### config.mk
export PLATFORM = sky130hd
export DESIGN_NAME = match_ctrl
export DESIGN_NICKNAME = d
export VERILOG_FILES = /design/src/rtl/match_ctrl.sv
export SDC_FILE = /design/constraint.sdc
export NUM_CORES = 1
export LEC_CHECK = 0
export CORE_ASPECT_RATIO = 1.25
export CORE_MARGIN = 5
export CORE_UTILIZATION = 40
export DETAILED_ROUTE_END_ITERATION = 8
export GPL_ROUTABILITY_DRIVEN = 0
export PLACE_DENSITY = 0.63
export SKIP_CTS_REPAIR_TIMING = 1
export SLEW_MARGIN = 30
export SYNTH_ARGS = -nofsm -noshare
export SYNTH_HDL_FRONTEND = slang
export SYNTH_SLANG_ARGS = --single-unit
### constraint.sdc
create_clock -name clk -period 2.9 [get_ports clk]
set_clock_uncertainty 0.05 [all_clocks]
set_input_delay 0.29 -clock clk [delete_from_list [all_inputs] [get_ports clk]]
set_output_delay 0.29 -clock clk [all_outputs]
set_load 0.01 [all_outputs]
### src/rtl/match_ctrl.sv
// Best-of-N match/round controller: HP, invincibility frames, round timer and round score
// for player and enemy, with a one-cycle restart pulse at every round start.
module match_ctrl #(
  parameter int unsigned HP_MAX        = 3,
  parameter int unsigned ROUNDS_TO_WIN = 2,
  parameter int unsigned IFRAME_FRM    = 30,
  parameter int unsigned TIME_LIMIT    = 60,
  parameter int unsigned END_FRM       = 90,
  localparam int unsigned HW = $clog2(HP_MAX + 1),
  localparam int unsigned RW = $clog2(ROUNDS_TO_WIN + 1),
  localparam int unsigned TW = $clog2(TIME_LIMIT + 1),
  localparam int unsigned IW = $clog2(IFRAME_FRM + 1)
) (
  input  logic          clk,
  input  logic          rst_n,
  input  logic          select,
  input  logic          pause,
  input  logic          frame_tick,
  input  logic          sec_tick,
  input  logic          player_hit,
  input  logic          enemy_hit,
  input  logic          player_shield,
  input  logic          enemy_shield,
  output logic [2:0]    o_state,
  output logic          o_is_gaming,
  output logic [HW-1:0] o_player_hp,
  output logic [HW-1:0] o_enemy_hp,
  output logic [RW-1:0] o_player_rounds,
  output logic [RW-1:0] o_enemy_rounds,
  output logic          o_player_inv,
  output logic          o_enemy_inv,
  output logic [TW-1:0] o_timer,
  output logic          o_round_rst
);

  localparam int unsigned EW = $clog2(END_FRM + 1);

  typedef enum logic [2:0] {
    StStart    = 3'd0,
    StPlay     = 3'd1,
    StPause    = 3'd2,
    StRoundEnd = 3'd3,
    StWin      = 3'd4,
    StLose     = 3'd5
  } state_e;

  state_e        state_q, state_d;
  logic [HW-1:0] hp_p_q, hp_p_d, hp_e_q, hp_e_d;
  logic [RW-1:0] rnd_p_q, rnd_p_d, rnd_e_q, rnd_e_d;
  logic [IW-1:0] inv_p_q, inv_p_d, inv_e_q, inv_e_d;
  logic [TW-1:0] timer_q, timer_d;
  logic [EW-1:0] end_cnt_q, end_cnt_d;
  logic          round_rst_q, round_rst_d;
  logic          sel_q, pau_q;

  logic sel_rise, pau_rise, p_zero, e_zero, round_over, p_wins, e_wins, dmg_p, dmg_e;

  assign sel_rise   = select & ~sel_q;
  assign pau_rise   = pause & ~pau_q;
  assign p_zero     = (hp_p_q == '0);
  assign e_zero     = (hp_e_q == '0);
  assign round_over = p_zero | e_zero | (timer_q == '0);
  // Timeout with both alive goes to the higher HP; equal HP or double KO awards nothing.
  assign p_wins     = (e_zero & ~p_zero) | (~p_zero & ~e_zero & (hp_p_q > hp_e_q));
  assign e_wins     = (p_zero & ~e_zero) | (~p_zero & ~e_zero & (hp_e_q > hp_p_q));
  assign dmg_p      = player_hit & ~player_shield & (inv_p_q == '0) & ~p_zero;
  assign dmg_e      = enemy_hit & ~enemy_shield & (inv_e_q == '0) & ~e_zero;

  always_comb begin
    state_d     = state_q;
    hp_p_d      = hp_p_q;
    hp_e_d      = hp_e_q;
    rnd_p_d     = rnd_p_q;
    rnd_e_d     = rnd_e_q;
    inv_p_d     = inv_p_q;
    inv_e_d     = inv_e_q;
    timer_d     = timer_q;
    end_cnt_d   = end_cnt_q;
    round_rst_d = 1'b0;
    case (state_q)
      StStart: begin
        if (sel_rise) begin
          state_d     = StPlay;
          hp_p_d      = HW'(HP_MAX);
          hp_e_d      = HW'(HP_MAX);
          timer_d     = TW'(TIME_LIMIT);
          inv_p_d     = '0;
          inv_e_d     = '0;
          rnd_p_d     = '0;
          rnd_e_d     = '0;
          round_rst_d = 1'b1;
        end
      end
      StPlay: begin
        if (round_over) begin
          state_d   = StRoundEnd;
          end_cnt_d = '0;
          if (p_wins && (rnd_p_q != RW'(ROUNDS_TO_WIN))) rnd_p_d = rnd_p_q + RW'(1);
          if (e_wins && (rnd_e_q != RW'(ROUNDS_TO_WIN))) rnd_e_d = rnd_e_q + RW'(1);
        end else if (pau_rise) begin
          state_d = StPause;
        end else begin
          // A damage load takes priority over the same-cycle frame decrement.
          if (dmg_p) begin
            hp_p_d  = hp_p_q - HW'(1);
            inv_p_d = IW'(IFRAME_FRM);
          end else if (frame_tick && (inv_p_q != '0)) begin
            inv_p_d = inv_p_q - IW'(1);
          end
          if (dmg_e) begin
            hp_e_d  = hp_e_q - HW'(1);
            inv_e_d = IW'(IFRAME_FRM);
          end else if (frame_tick && (inv_e_q != '0)) begin
            inv_e_d = inv_e_q - IW'(1);
          end
          if (sec_tick && (timer_q != '0)) timer_d = timer_q - TW'(1);
        end
      end
      StPause: begin
        if (pau_rise) state_d = StPlay;
      end
      StRoundEnd: begin
        if (frame_tick) begin
          if (end_cnt_q == EW'(END_FRM - 1)) begin
            if (rnd_p_q == RW'(ROUNDS_TO_WIN)) begin
              state_d = StWin;
            end else if (rnd_e_q == RW'(ROUNDS_TO_WIN)) begin
              state_d = StLose;
            end else begin
              state_d     = StPlay;
              hp_p_d      = HW'(HP_MAX);
              hp_e_d      = HW'(HP_MAX);
              timer_d     = TW'(TIME_LIMIT);
              inv_p_d     = '0;
              inv_e_d     = '0;
              round_rst_d = 1'b1;
            end
          end else begin
            end_cnt_d = end_cnt_q + EW'(1);
          end
        end
      end
      StWin, StLose: begin
        if (sel_rise) state_d = StStart;
      end
      default: state_d = StStart;
    endcase
  end

  always_ff @(posedge clk or negedge rst_n) begin
    if (!rst_n) begin
      state_q     <= StStart;
      hp_p_q      <= HW'(HP_MAX);
      hp_e_q      <= HW'(HP_MAX);
      rnd_p_q     <= '0;
      rnd_e_q     <= '0;
      inv_p_q     <= '0;
      inv_e_q     <= '0;
      timer_q     <= TW'(TIME_LIMIT);
      end_cnt_q   <= '0;
      round_rst_q <= 1'b0;
      sel_q       <= 1'b0;
      pau_q       <= 1'b0;
    end else begin
      state_q     <= state_d;
      hp_p_q      <= hp_p_d;
      hp_e_q      <= hp_e_d;
      rnd_p_q     <= rnd_p_d;
      rnd_e_q     <= rnd_e_d;
      inv_p_q     <= inv_p_d;
      inv_e_q     <= inv_e_d;
      timer_q     <= timer_d;
      end_cnt_q   <= end_cnt_d;
      round_rst_q <= round_rst_d;
      sel_q       <= select;
      pau_q       <= pause;
    end
  end

  assign o_state         = state_q;
  assign o_is_gaming     = (state_q == StPlay);
  assign o_player_hp     = hp_p_q;
  assign o_enemy_hp      = hp_e_q;
  assign o_player_rounds = rnd_p_q;
  assign o_enemy_rounds  = rnd_e_q;
  assign o_player_inv    = (inv_p_q != '0);
  assign o_enemy_inv     = (inv_e_q != '0);
  assign o_timer         = timer_q;
  assign o_round_rst     = round_rst_q;

endmodule

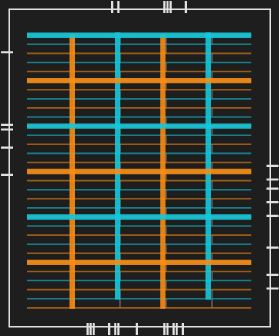
(run_1/pdn.png)
Pins as bars on the die edge. Tap cells in grey.
[VSS] orange
[VDD] cyan
met5 straps: 6
met4 straps: 4
rows: 30

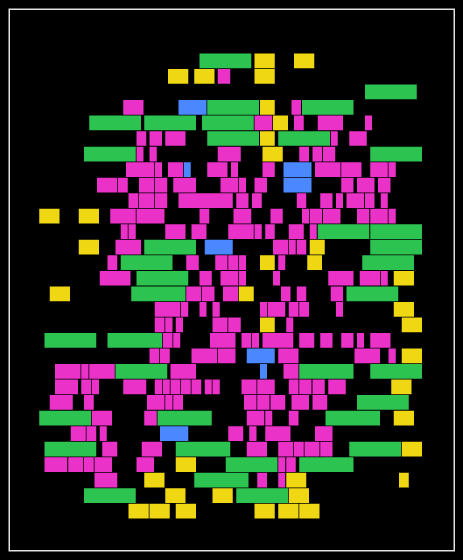
(run_1/cell_classes.png)
[flip-flops] green | cells: 37 | share of their area: 35%
[all other logic] magenta | cells: 189 | share of their area: 49%
[other buffers and delay cells] yellow | cells: 38 | share of their area: 13%
[clock drivers and dummy loads] blue | cells: 8 | share of their area: 3.3%
final instance area: 2780 um^2
core area: 5480 um^2

==> run_results.csv, run 1 <==
group,metric,value,unit
cells_and_area,num_antenna_cells,0,
pwr,combPwrFrac,56.8,%
synthesis,synth-xor-area-share,1.91,%
route,vias_per_cell,5.46,
cells_and_area,regMostFlops,"end_cnt_q",
synthesis,syn_inst,233,
worst_setup_path,path_depth,8,
floorplan,nWellTaps,64,
route,drtIter0Drc,52,
worst_setup_path,crit_buf_inv,2,
place,portBuffers,30,
pwr,irDropWorstVdd,0.000406,V
synthesis,synth_area_per_cell,9.83,um^2
floorplan,fp.dieH,94.6,um
floorplan,die_w,77.7,um
synthesis,ys_ff,37,
final_timing,max_freq,0.378,GHz
worst_setup_path,r2r_cells,8,
final_timing,rsz0062_at_grt,"no",
synthesis,ys_warn_count,0,
clock_network,htree_levels,2,
final_timing,setup-violations-final,0,
route,routed_wl,4980,um
synthesis,ys_seq_share,40.9,%
worst_setup_path,critical_path_class,"reg -> reg",
synthesis,synth-compound-area-share,17.8,%
worst_setup_path,rrSetupSlack,260,ps
run,cap_violations,0,
run,tool_warnings,29,
cells_and_area,logic_area,1250,um^2
cells_and_area,ff_count,37,
worst_setup_path,crit-reg2reg-launch,"o_timer[0]",
floorplan,ios,31,
grt,grt_pass1_vias,1865,
cells_and_area,buf_share,12.8,%
grt,gr-total-overflow,0,
final_timing,worst_hold_slack,41.0,ps
cells_and_area,inv_count,17,
pwr,clockPowerShare,12.7,%
synthesis,synth-main-ff-cell,"dfrtp_1",
synthesis,synth-async-reset-ratio,100,%
clock_network,tritoncts,"yes",
pwr,finalPower,0.00288,W
final_timing,final.min_clock_period,2640,ps
floorplan,initCoreUtil,41.8,%
worst_setup_path,worstPathCellList,"inv_1 -> ha_1 -> or3b_2 -> o31ai_1 -> a221oi_2 -> buf_4 -> o21ai_2 -> mux2_2",
final_timing,finalSetupTns,0,ps
synthesis,logic_family,"simple AND/OR/NAND/NOR gates",
grt,grt_usage,14.5,%
status,status,"finished, final reports clean",
place,dpl_cell_area,2690,um^2
route,routed-via-count,1836,
clock_network,clk_latency,290,ps
final_timing,drv_slew,0,
place,hpwlAfterDp,3840,um
synthesis,ys_area,2290,um^2
cells_and_area,clkbuf_count,8,
cells_and_area,final-clk-cell-share,3.24,%
synthesis,syn-num-nets,256,
synthesis,synthAdderAreaFrac,7.10,%
clock_network,cts_buffers,5,
pwr,p_leak,1.22,nW
cells_and_area,sh_seq_area,33.7,%
worst_setup_path,endpoint,"inv_p_q[1]",
synthesis,edf_count,0,
cells_and_area,sh_comb_area,45.1,%
grt,grt_max_degree,38,
clock_network,cts.sinks,37,
grt,grt_antenna_before_repair,0,
cells_and_area,nNetsFinal,294,
hold_path,hold_path_class,"in -> async",
cells_and_area,lay_top_cells,"dfrtp_1, clkdlybuf4s50_1, inv_1, nor2_1",
route,ant_nets,0,
pwr,p_int,0.00172,W
final_timing,hold_viol,0,
grt,grt_pass1_wl,8570,um
route,drc_errors,0,
pwr,swShare,40.2,%
cells_and_area,seqCellArea,936,um^2
clock_network,clkTransAtPathRegs,70,ps
worst_setup_path,cp_slowest_cell,"or3b_2",
cells_and_area,signal_buffers,38,
final_timing,fin_crit_sh,91.1,%
cells_and_area,n_fill_cell,521,
floorplan,die_area,7350,um^2
pwr,p_switching,0.00116,W
synthesis,mux_share,5.36,%
synthesis,synth_area,2290,um^2
worst_setup_path,crit_family,"AND-OR/OR-AND gates",
worst_setup_path,setup.worst_path.start_class,"flip-flop",
cells_and_area,top_area_cell_class,"combinational gates",
cells_and_area,syn2layout_area_growth,21.3,%
synthesis,simple_gate_area_share,22.6,%
worst_setup_path,arrival,2770,ps
pwr,pwr_density_cell,1040,nW/um^2
worst_setup_path,path_max_fanout,10,
worst_setup_path,critPathCaptureType,"flip-flop",
route,drt_pass1_iterations,4,
worst_setup_path,cp-startpoint,"o_timer[0]",
cells_and_area,layout-drive-gt1-share,17.6,%
worst_setup_path,r2r_end,"inv_p_q[1]",
worst_setup_path,crit_required,3030,ps
floorplan,rows,30,
worst_setup_path,max_stage_delay,490,ps
synthesis,yosysUniqueCellTypes,61,
synthesis,yosysCellCount,233,
cells_and_area,comb_cells,172,
final_timing,worst_pin_slew,817,ps
final_timing,slew_headroom,45.6,%
cells_and_area,largest_register_ffs,7,
clock_network,clockRootBuffer,"clkbuf_8",
clock_network,cts.path.max_buffers,2,
pwr,power_frac_seq,30.5,%
route,detail_route.wl_per_cell,14.8,um
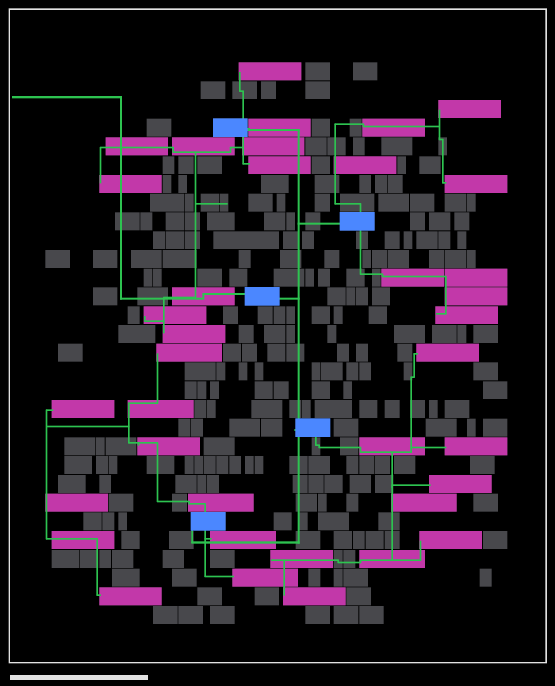
(run_1/clock_map.png)
Bar = 20 um.
[cells driving clock nets] blue | count: 5
[flip-flops] magenta | count: 37
[clock wires] green | length: 513 um
flops lie: spread over the die

-- run 1: synthesized netlist by cell type, drive strengths merged, types with 2 or more instances --
cell / count / area (um^2)
o22a: 3 / 30.0
and2: 5 / 31.3
mux2i: 4 / 40.0
or4b: 4 / 47.6
xnor2: 2 / 17.5
o21bai: 2 / 15.0
a211oi: 4 / 35.0
inv: 16 / 60.1
o31ai: 5 / 37.5
nand2: 14 / 60.1
xor2: 3 / 26.3
o22ai: 2 / 12.5
dfstp: 8 / 210
nand3: 12 / 60.1
o21ai: 8 / 43.8
ha: 13 / 163
buf: 3 / 21.3
and3: 5 / 32.5
dfrtp: 29 / 726
a31oi: 2 / 12.5
a31o: 2 / 17.5
clkbuf: 4 / 16.3
nand4: 4 / 25.0
nor4: 3 / 18.8
a221oi: 2 / 23.8
mux2: 7 / 82.6
nor2b: 5 / 31.3
nor3b: 2 / 15.0
nor2: 16 / 60.1
a21o: 3 / 22.5
a21oi: 12 / 60.1
or3b: 4 / 35.0
nor3: 6 / 30.0
-- run 1: routing by layer --
layer	share of wire [%]	up-vias	GRT usage (%)
met2	49	22	25.1
met5	0	-	0
met3	2.9	11	3.05
met1	45	870	17.1
met4	2.7	0	6.73
li1	-	933	-
-- run 1: power by group through the flow --
stage / clock (W) / sequential (W) / combinational (W)
floorplan: 0 / 0.000900 / 0.00108
detailed placement: 0 / 0.000888 / 0.00165
global route: 0.000413 / 0.000913 / 0.00182
global placement: 0 / 0.000885 / 0.00164
CTS: 0.000387 / 0.000880 / 0.00166
finish: 0.000367 / 0.000878 / 0.00164
-- run 1: stage by stage --
step,std cells,setup WS [ps],utilization (%)
floorplan,233,404,-
global placement,328,290,49.0
detailed placement,328,248,49.0
CTS,336,234,50.7
global route,336,4.66,50.7
finish,336,257,50.7
==> run 2, diff against run 1 <==
- CORE_UTILIZATION: 40 -> 55
- PLACE_DENSITY: 0.63 -> 0.82
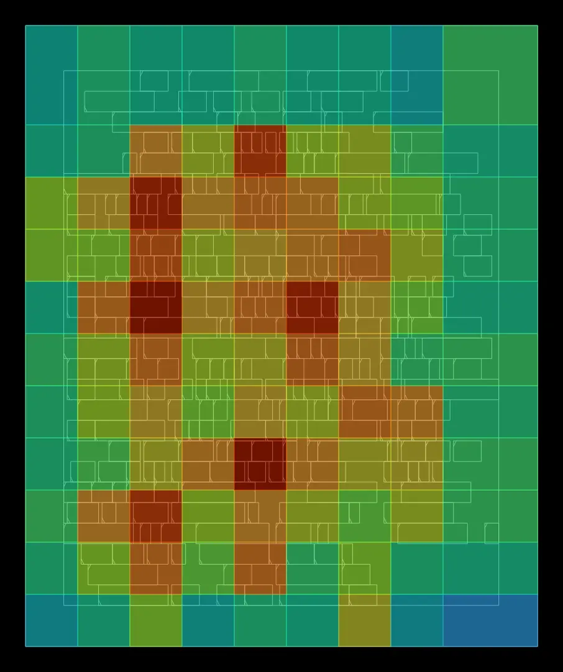
(run_2/final_congestion.png)
Core Util, Final: 67.9%
M2 GR Usage: 33.6%
gr usage total: 20.3%
Avg WL per Cell: 15.2 um
GRT Max-Usage Layer: met2

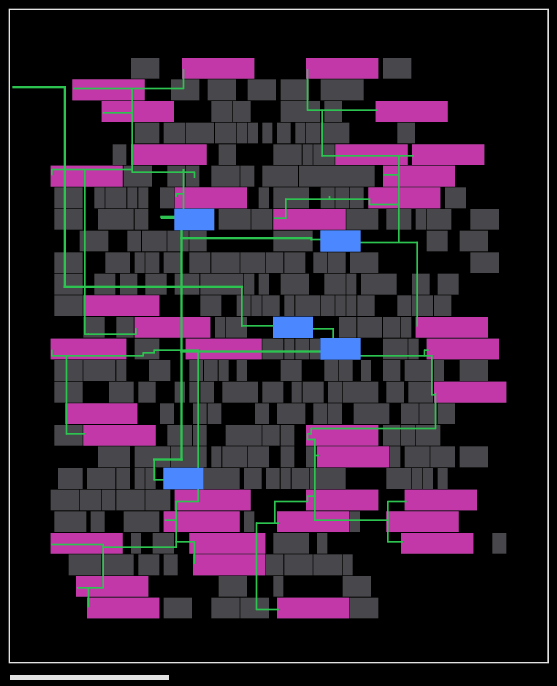
(run_2/clock_map.png)
Bar = 20 um.
[cells driving clock nets] blue | count: 5
[flip-flops] magenta | count: 37
[clock wires] green | length: 506 um
routed clock nets: 6
Power Clock: 0.000351 W
Clk Latency, worst-skew pair: 290 ps
clock share of power: 12.3%

==> run_results.csv, run 2 <==
group,metric,value,unit
status,status,"finished, final reports clean",
hold_path,hold_path_class,"in -> async",
synthesis,yosysUniqueCellTypes,61,
place,dp_cells,320,
grt,grt_max_degree,38,
worst_setup_path,setup.worst_path.start_class,"flip-flop",
cells_and_area,num_antenna_cells,0,
worst_setup_path,worstPathCellList,"inv_1 -> ha_1 -> or3b_2 -> o31ai_1 -> a221oi_2 -> buf_4 -> o21ai_2 -> mux2_2",
cells_and_area,instances_no_fill,328,
synthesis,logic_family,"simple AND/OR/NAND/NOR gates",
synthesis,syn-num-nets,256,
final_timing,fin_crit_sh,92.3,%
cells_and_area,regMostFlops,"end_cnt_q",
cells_and_area,nNetsFinal,294,
final_timing,worst_pin_slew,825,ps
clock_network,clockRootBuffer,"clkbuf_8",
synthesis,synthTopCellsByCount,"dfrtp_1, inv_1, nor2_1, ha_1, nand2_1",
synthesis,edf_count,0,
place,hpwlAfterDp,3700,um
grt,grt_pass1_wl,8580,um
grt,grt_antenna_before_repair,0,
worst_setup_path,cp_slowest_cell,"or3b_2",
synthesis,top_area_share,31.7,%
worst_setup_path,r2r_end,"inv_p_q[4]",
synthesis,ys_warn_count,0,
worst_setup_path,path_max_fanout,10,
synthesis,synth-compound-area-share,17.8,%
synthesis,synth_top_cell_by_area,"dfrtp_1",
route,drc_errors,0,
route,routed_wl,5000,um
final_timing,setup-violations-final,0,
clock_network,cts_buffers,5,
final_timing,max_freq,0.374,GHz
floorplan,initCoreUtil,56.3,%
synthesis,simple_gate_area_share,22.6,%
place,dpl_cell_area,2680,um^2
synthesis,synth-xor-area-share,1.91,%
cells_and_area,layout-drive-gt1-share,18.0,%
pwr,finalPower,0.00287,W
clock_network,tritoncts,"yes",
grt,grt_pass1_vias,1886,
cells_and_area,final_cell_area,2760,um^2
pwr,p_switching,0.00118,W
cells_and_area,largest_register_ffs,7,
floorplan,ios,31,
synthesis,syn_inst,233,
pwr,power_frac_seq,31.1,%
final_timing,final.min_clock_period,2680,ps
synthesis,ys_ff,37,
route,ant_nets,0,
cells_and_area,n_fill_cell,327,
worst_setup_path,arrival,2800,ps
route,drt_pass1_iterations,5,
route,drtIter0Drc,106,
cells_and_area,syn2layout_area_growth,20.5,%
floorplan,rows,26,
run,tool_warnings,29,
final_timing,finalSetupTns,0,ps
synthesis,mux_share,5.36,%
route,vias_per_cell,5.97,
pwr,p_leak,1.22,nW
final_timing,drv_slew,0,
cells_and_area,lay_top_cells,"dfrtp_1, clkdlybuf4s50_1, inv_1, nor2_1",
clock_network,cts.sinks,37,
route,routed-via-count,1957,
synthesis,synthAdderAreaFrac,7.10,%
final_timing,worst_hold_slack,40.2,ps
worst_setup_path,rrSetupSlack,220,ps
synthesis,most_common_cell,"dfrtp_1",
clock_network,cts.path.max_buffers,2,
synthesis,yosysCellCount,233,
pwr,combPwrFrac,56.6,%
worst_setup_path,r2r_cells,8,
clock_network,clkTransAtPathRegs,70,ps
run,cap_violations,0,
worst_setup_path,crit_required,3030,ps
worst_setup_path,crit-reg2reg-launch,"o_timer[0]",
synthesis,ys_area,2290,um^2
worst_setup_path,max_stage_delay,490,ps
worst_setup_path,critical_path_class,"reg -> reg",
grt,gr-total-overflow,0,
worst_setup_path,critPathCaptureType,"flip-flop",
pwr,p_int,0.00168,W
clock_network,htree_levels,2,
final_timing,hold_viol,0,
synthesis,synth_area_per_cell,9.83,um^2
pwr,powerComb,0.00162,W
pwr,power_leader,"combinational logic",
pwr,swShare,41.3,%
synthesis,synth-async-reset-ratio,100,%
floorplan,die_area,5560,um^2
synthesis,synth-main-ff-cell,"dfrtp_1",
final_timing,rsz0062_at_grt,"no",
place,portBuffers,30,
synthesis,synth_area,2290,um^2
final_timing,slew_headroom,45.0,%
synthesis,yosys-top-cells-area,"dfrtp_1, dfstp_2, ha_1",
pwr,seq_power,0.000892,W
pwr,pwr_density_cell,1040,nW/um^2
synthesis,ys_seq_share,40.9,%
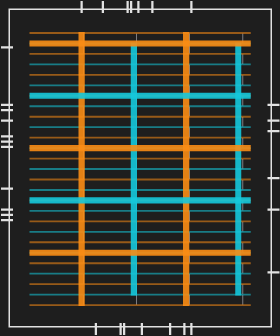
(run_2/pdn.png)
Pins as bars on the die edge. Tap cells in grey.
[VSS] orange
[VDD] cyan
tap cells: 56
met5 straps: 5
signal pins: 31
rows: 26
Die Wd: 67.7 um
Die H: 82.1 um
Max IR drop VDD: 0.000697 V
core area: 4070 um^2

[run 2: cell counts after synthesis]
Identical to the previous run, type by type.
[run 2: worst max-delay path by stage]
stage	startpoint	endpoint	slack (ps)	cells past startpoint
detailed placement	o_timer[0]	inv_p_q[0]	270	8
finish	o_timer[0]	inv_p_q[4]	220	8
CTS	o_timer[0]	inv_p_q[0]	260	8
floorplan	inv_e_q[0]	inv_e_q[1]	400	8
global placement	o_timer[0]	inv_p_q[3]	340	8
global route	o_timer[0]	o_timer[4]	80	7
[run 2: cell type report]
cell class | count | area (um^2) | area share, %
multi-input cells | 172 | 1250 | 45.4
flip-flops and latches | 37 | 936 | 33.9
repair buffers | 38 | 355 | 12.9
clock buffers | 6 | 72.6 | 2.63
well taps | 56 | 70.1 | 2.54
inverters | 17 | 63.8 | 2.31
clock inverters | 2 | 10.0 | 0.363
[run 2: worst max-delay path: cells and delay by family (launching register included)]
family,cells,cell delay (ps)
AND-OR/OR-AND,3,740
adder cells (fa/ha/maj),1,200
buffers and inverters,2,310
flip-flops,1,400
multiplexers,1,370
AND/OR/NAND/NOR,1,490
[run 2: cells by family after synthesis]
logic type,count (synthesis)
simple gates,89
compound gates,54
flops,37
buf+inv,24
fa+ha+maj,13
mux,11
xor+xnor,5
[run 2: through the flow]
step,setup slack [ps],util (%)
2_1_floorplan,404,-
3_3_place_gp,344,65.8
3_5_place_dp,270,65.8
4_1_cts,258,67.9
5_1_grt,81.1,67.9
6_report,225,67.9
[run 2: layer usage]
| layer | vias up | GRT usage, % | share of wire (%) |
|---|---|---|---|
| met1 | 960 | 26.3 | 44 |
| met3 | 10 | 3.65 | 3.8 |
| li1 | 937 | - | - |
| met2 | 50 | 33.6 | 50 |
| met5 | - | 0 | 0 |
| met4 | 0 | 7.10 | 1.9 |
==> run 3, diff against run 2 <==
- CORE_UTILIZATION: 55 -> 50
- CTS_CLUSTER_SIZE: not set -> 28
- HOLD_SLACK_MARGIN: not set -> 0.02
- PLACE_DENSITY: 0.82 -> 0.76
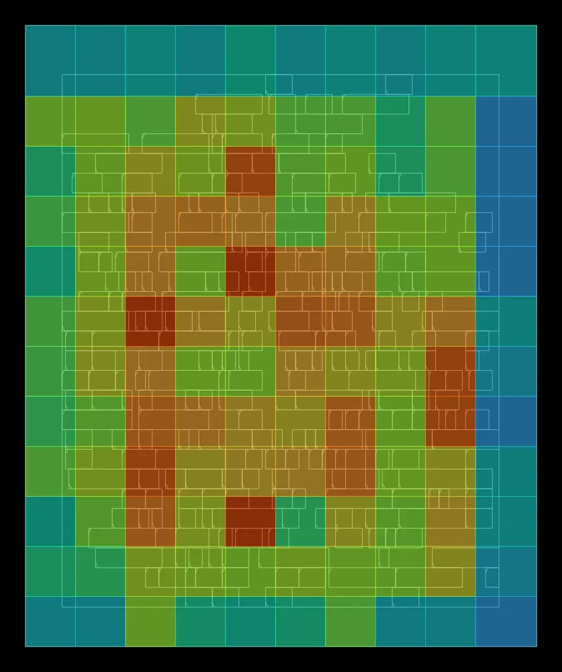
(run_3/final_congestion.png)
Avg WL per Cell: 15.3 um
M2 GR Usage: 31.0%
Core Util, Final: 62.9%
gr usage total: 18.2%
grt met3 use: 4.22%

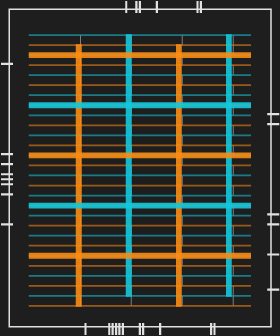
(run_3/pdn.png)
Pins as bars on the die edge. Tap cells in grey.
[VDD] cyan
[VSS] orange
met4 straps: 4
tap cells: 58
met5 straps: 5
signal pins: 31
rows: 27
Die Wd: 70.5 um
core area: 4430 um^2

==> run_results.csv, run 3 <==
group,metric,value,unit
status,status,"finished, final reports clean",
synthesis,top_area_share,31.7,%
pwr,p_switching,0.00118,W
cells_and_area,largest_register_ffs,7,
synthesis,synth_top_cell_by_area,"dfrtp_1",
clock_network,cts.path.max_buffers,2,
synthesis,synthTopCellsByCount,"dfrtp_1, inv_1, nor2_1, ha_1, nand2_1",
grt,gr-total-overflow,0,
hold_path,hold_path_class,"in -> async",
synthesis,ys_ff,37,
pwr,irDropWorstVdd,0.000506,V
worst_setup_path,cp-startpoint,"o_timer[0]",
worst_setup_path,setup.worst_path.start_class,"flip-flop",
clock_network,clkTransAtPathRegs,70,ps
synthesis,most_common_cell,"dfrtp_1",
pwr,swShare,40.7,%
route,drc_errors,0,
grt,grt_pass1_vias,1895,
worst_setup_path,path_common_cell,"or3b_2",
route,drtIter0Drc,168,
pwr,pwr_density_cell,1040,nW/um^2
final_timing,rsz0062_at_grt,"no",
cells_and_area,nNetsFinal,296,
synthesis,ys_warn_count,0,
final_timing,hold_viol,0,
place,dp_worst_setup_slack,283,ps
final_timing,slew_headroom,44.2,%
final_timing,finalSetupTns,0,ps
clock_network,clockRootBuffer,"clkbuf_8",
run,cap_violations,0,
worst_setup_path,path_max_fanout,5,
synthesis,syn_inst,233,
synthesis,yosysUniqueCellTypes,61,
grt,use_met1,23.1,%
clock_network,htree_levels,2,
synthesis,synth_area,2290,um^2
cells_and_area,layout-drive-gt1-share,18.2,%
final_timing,setup_slack,274,ps
final_timing,worst_pin_slew,837,ps
place,dpl_cell_area,2700,um^2
final_timing,setup-violations-final,0,
route,ant_nets,0,
grt,grt_pass1_wl,8930,um
place,dp_cells,324,
grt,grt-busiest-layer,"met2",
worst_setup_path,crit_required,3060,ps
pwr,p_int,0.00171,W
cells_and_area,lay_top_cells,"dfrtp_1, clkdlybuf4s50_1, inv_1, nor2_1",
worst_setup_path,crit_buf_inv,1,
final_timing,drv_slew,0,
route,drt_pass1_iterations,4,
place,portBuffers,30,
final_timing,fin_crit_sh,90.5,%
worst_setup_path,worstPathCellList,"inv_1 -> ha_1 -> or3b_2 -> or3_1 -> a21oi_1 -> nor4_1 -> or3b_2",
synthesis,synth-async-reset-ratio,100,%
synthesis,ys_area,2290,um^2
pwr,clockPowerShare,12.9,%
synthesis,synth-main-ff-cell,"dfrtp_1",
floorplan,ios,31,
grt,grt_max_degree,38,
place,hpwlAfterDp,3860,um
grt,grt_antenna_before_repair,0,
worst_setup_path,critical_path_class,"reg -> reg",
final_timing,max_freq,0.381,GHz
final_timing,final.min_clock_period,2630,ps
pwr,finalPower,0.00289,W
clock_network,clk_latency,290,ps
synthesis,syn-num-nets,256,
worst_setup_path,crit_family,"simple AND/OR/NAND/NOR gates",
synthesis,synth_area_per_cell,9.83,um^2
worst_setup_path,crit-reg2reg-launch,"o_timer[0]",
final_timing,worst_hold_slack,49.1,ps
pwr,power_frac_seq,30.8,%
route,routed_wl,5090,um
clock_network,cts.sinks,37,
synthesis,yosys-top-cells-area,"dfrtp_1, dfstp_2, ha_1",
worst_setup_path,cp_slowest_cell,"or3b_2",
pwr,p_leak,1.23,nW
worst_setup_path,max_stage_delay,490,ps
cells_and_area,num_antenna_cells,0,
pwr,combPwrFrac,56.3,%
worst_setup_path,arrival,2780,ps
floorplan,die_area,6040,um^2
worst_setup_path,critPathCaptureType,"flip-flop",
synthesis,ys_seq_share,40.9,%
synthesis,yosysCellCount,233,
clock_network,cts_buffers,5,
route,routed-via-count,1891,
route,vias_per_cell,5.70,
floorplan,initCoreUtil,51.7,%
synthesis,edf_count,0,
cells_and_area,syn2layout_area_growth,21.6,%
cells_and_area,instances_no_fill,332,
clock_network,tritoncts,"yes",
run,tool_warnings,29,
cells_and_area,regMostFlops,"end_cnt_q",
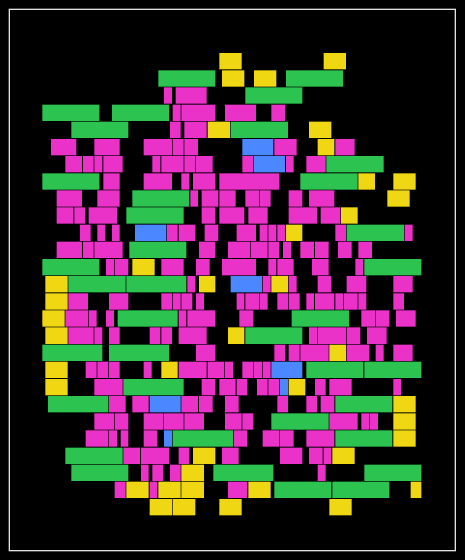
(run_3/cell_classes.png)
[flip-flops] green | cells: 37 | share of their area: 35%
[clock drivers and dummy loads] blue | cells: 8 | share of their area: 3.3%
[other buffers and delay cells] yellow | cells: 40 | share of their area: 14%
[all other logic] magenta | cells: 189 | share of their area: 49%
final instance area: 2790 um^2
row cnt: 27
sequential share of cell area: 33.6%

## run 3: cell types whose count changed in the layout (fill, tap and decap cells not counted), sizes merged
cell	change
clkbuf	+2
buf	+2
clkinv	-2
## run 3: path summary, 6_finish.rpt
| path | endpoint | cells after the start | slack [ps] |
|---|---|---|---|
| setup reg to reg | o_timer[5] | 7 | 270 |
| setup / recovery | o_timer[5] | 7 | 270 |
| min in group clk | sel_q | 1 | 410 |
| max in group asynchronous | inv_e_q[4] | 1 | 2230 |
| hold reg to reg | o_player_hp[1] | 2 | 480 |
| hold / removal | end_cnt_q[4] | 1 | 50 |
## run 3: worst reg2reg max path, stage by stage, from the launching register on
cell	delay (ps)
dfrtp_1	390
inv_1	120
ha_1	190
or3b_2	490
or3_1	400
a21oi_1	370
nor4_1	90
or3b_2	440
## run 3: layout make-up
| cell class | instances | area [um^2] |
|---|---|---|
| Inverter | 17 | 63.8 |
| Tap cell | 58 | 72.6 |
| Fill cell | 377 | 1640 |
| Sequential cell | 37 | 936 |
| Multi-Input combinational cell | 172 | 1250 |
| Timing Repair Buffer | 40 | 370 |
| Clock buffer | 8 | 90.1 |
## run 3: metal layers
layer	part of all wire (%)	vias to the layer above
met4	1.0	0
met5	0	-
met2	50	33
met1	45	919
li1	-	933
met3	3.8	6
## run 3: power by group through the flow
stage / registers, W / logic [W] / clock network (W)
after CTS: 0.000890 / 0.00164 / 0.000381
after global routing: 0.000924 / 0.00181 / 0.000400
after floorplan: 0.000900 / 0.00108 / 0
after detailed placement: 0.000898 / 0.00163 / 0
final: 0.000890 / 0.00163 / 0.000373
after global placement: 0.000889 / 0.00160 / 0
## run 3: logic make-up after synthesis
logic type      share of synthesized area, %
fa+ha+maj                               7.10
flops                                   40.9
mux                                     5.35
xor+xnor                                1.91
simple gates                            22.6
buf+inv                                 4.43
compound gates                          17.8

==> screenshots <==
Wiring by layer.
Bar = 20 um.
image #1
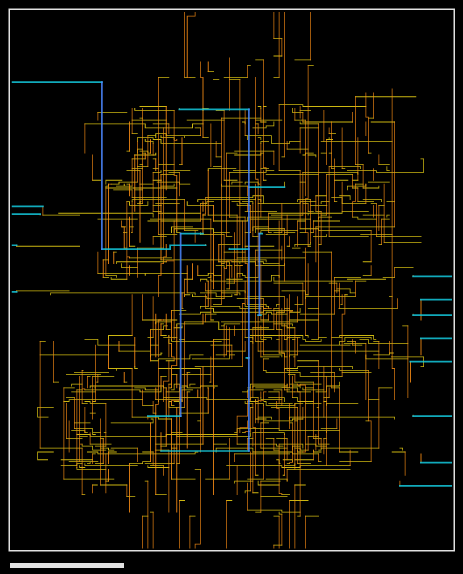
image #2
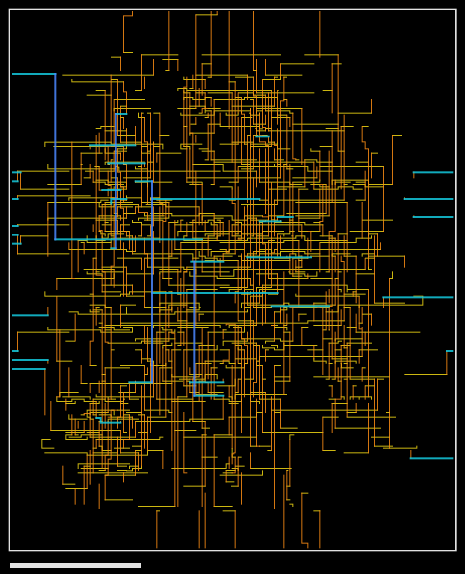
image #3
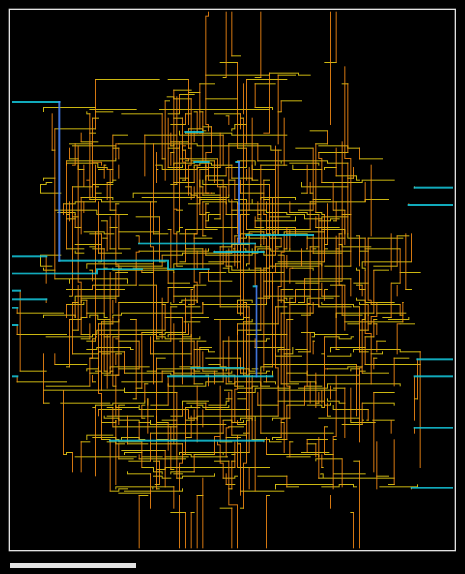
run 2 -> image #2
run 1 -> image #1
run 3 -> image #3

Key to image #1:
[met4] blue | wire length: 135 um
[met2] orange | wire length: 2450 um
[met1] yellow | wire length: 2250 um
[met3] cyan | wire length: 146 um

Power and IR drop assume default switching activity.
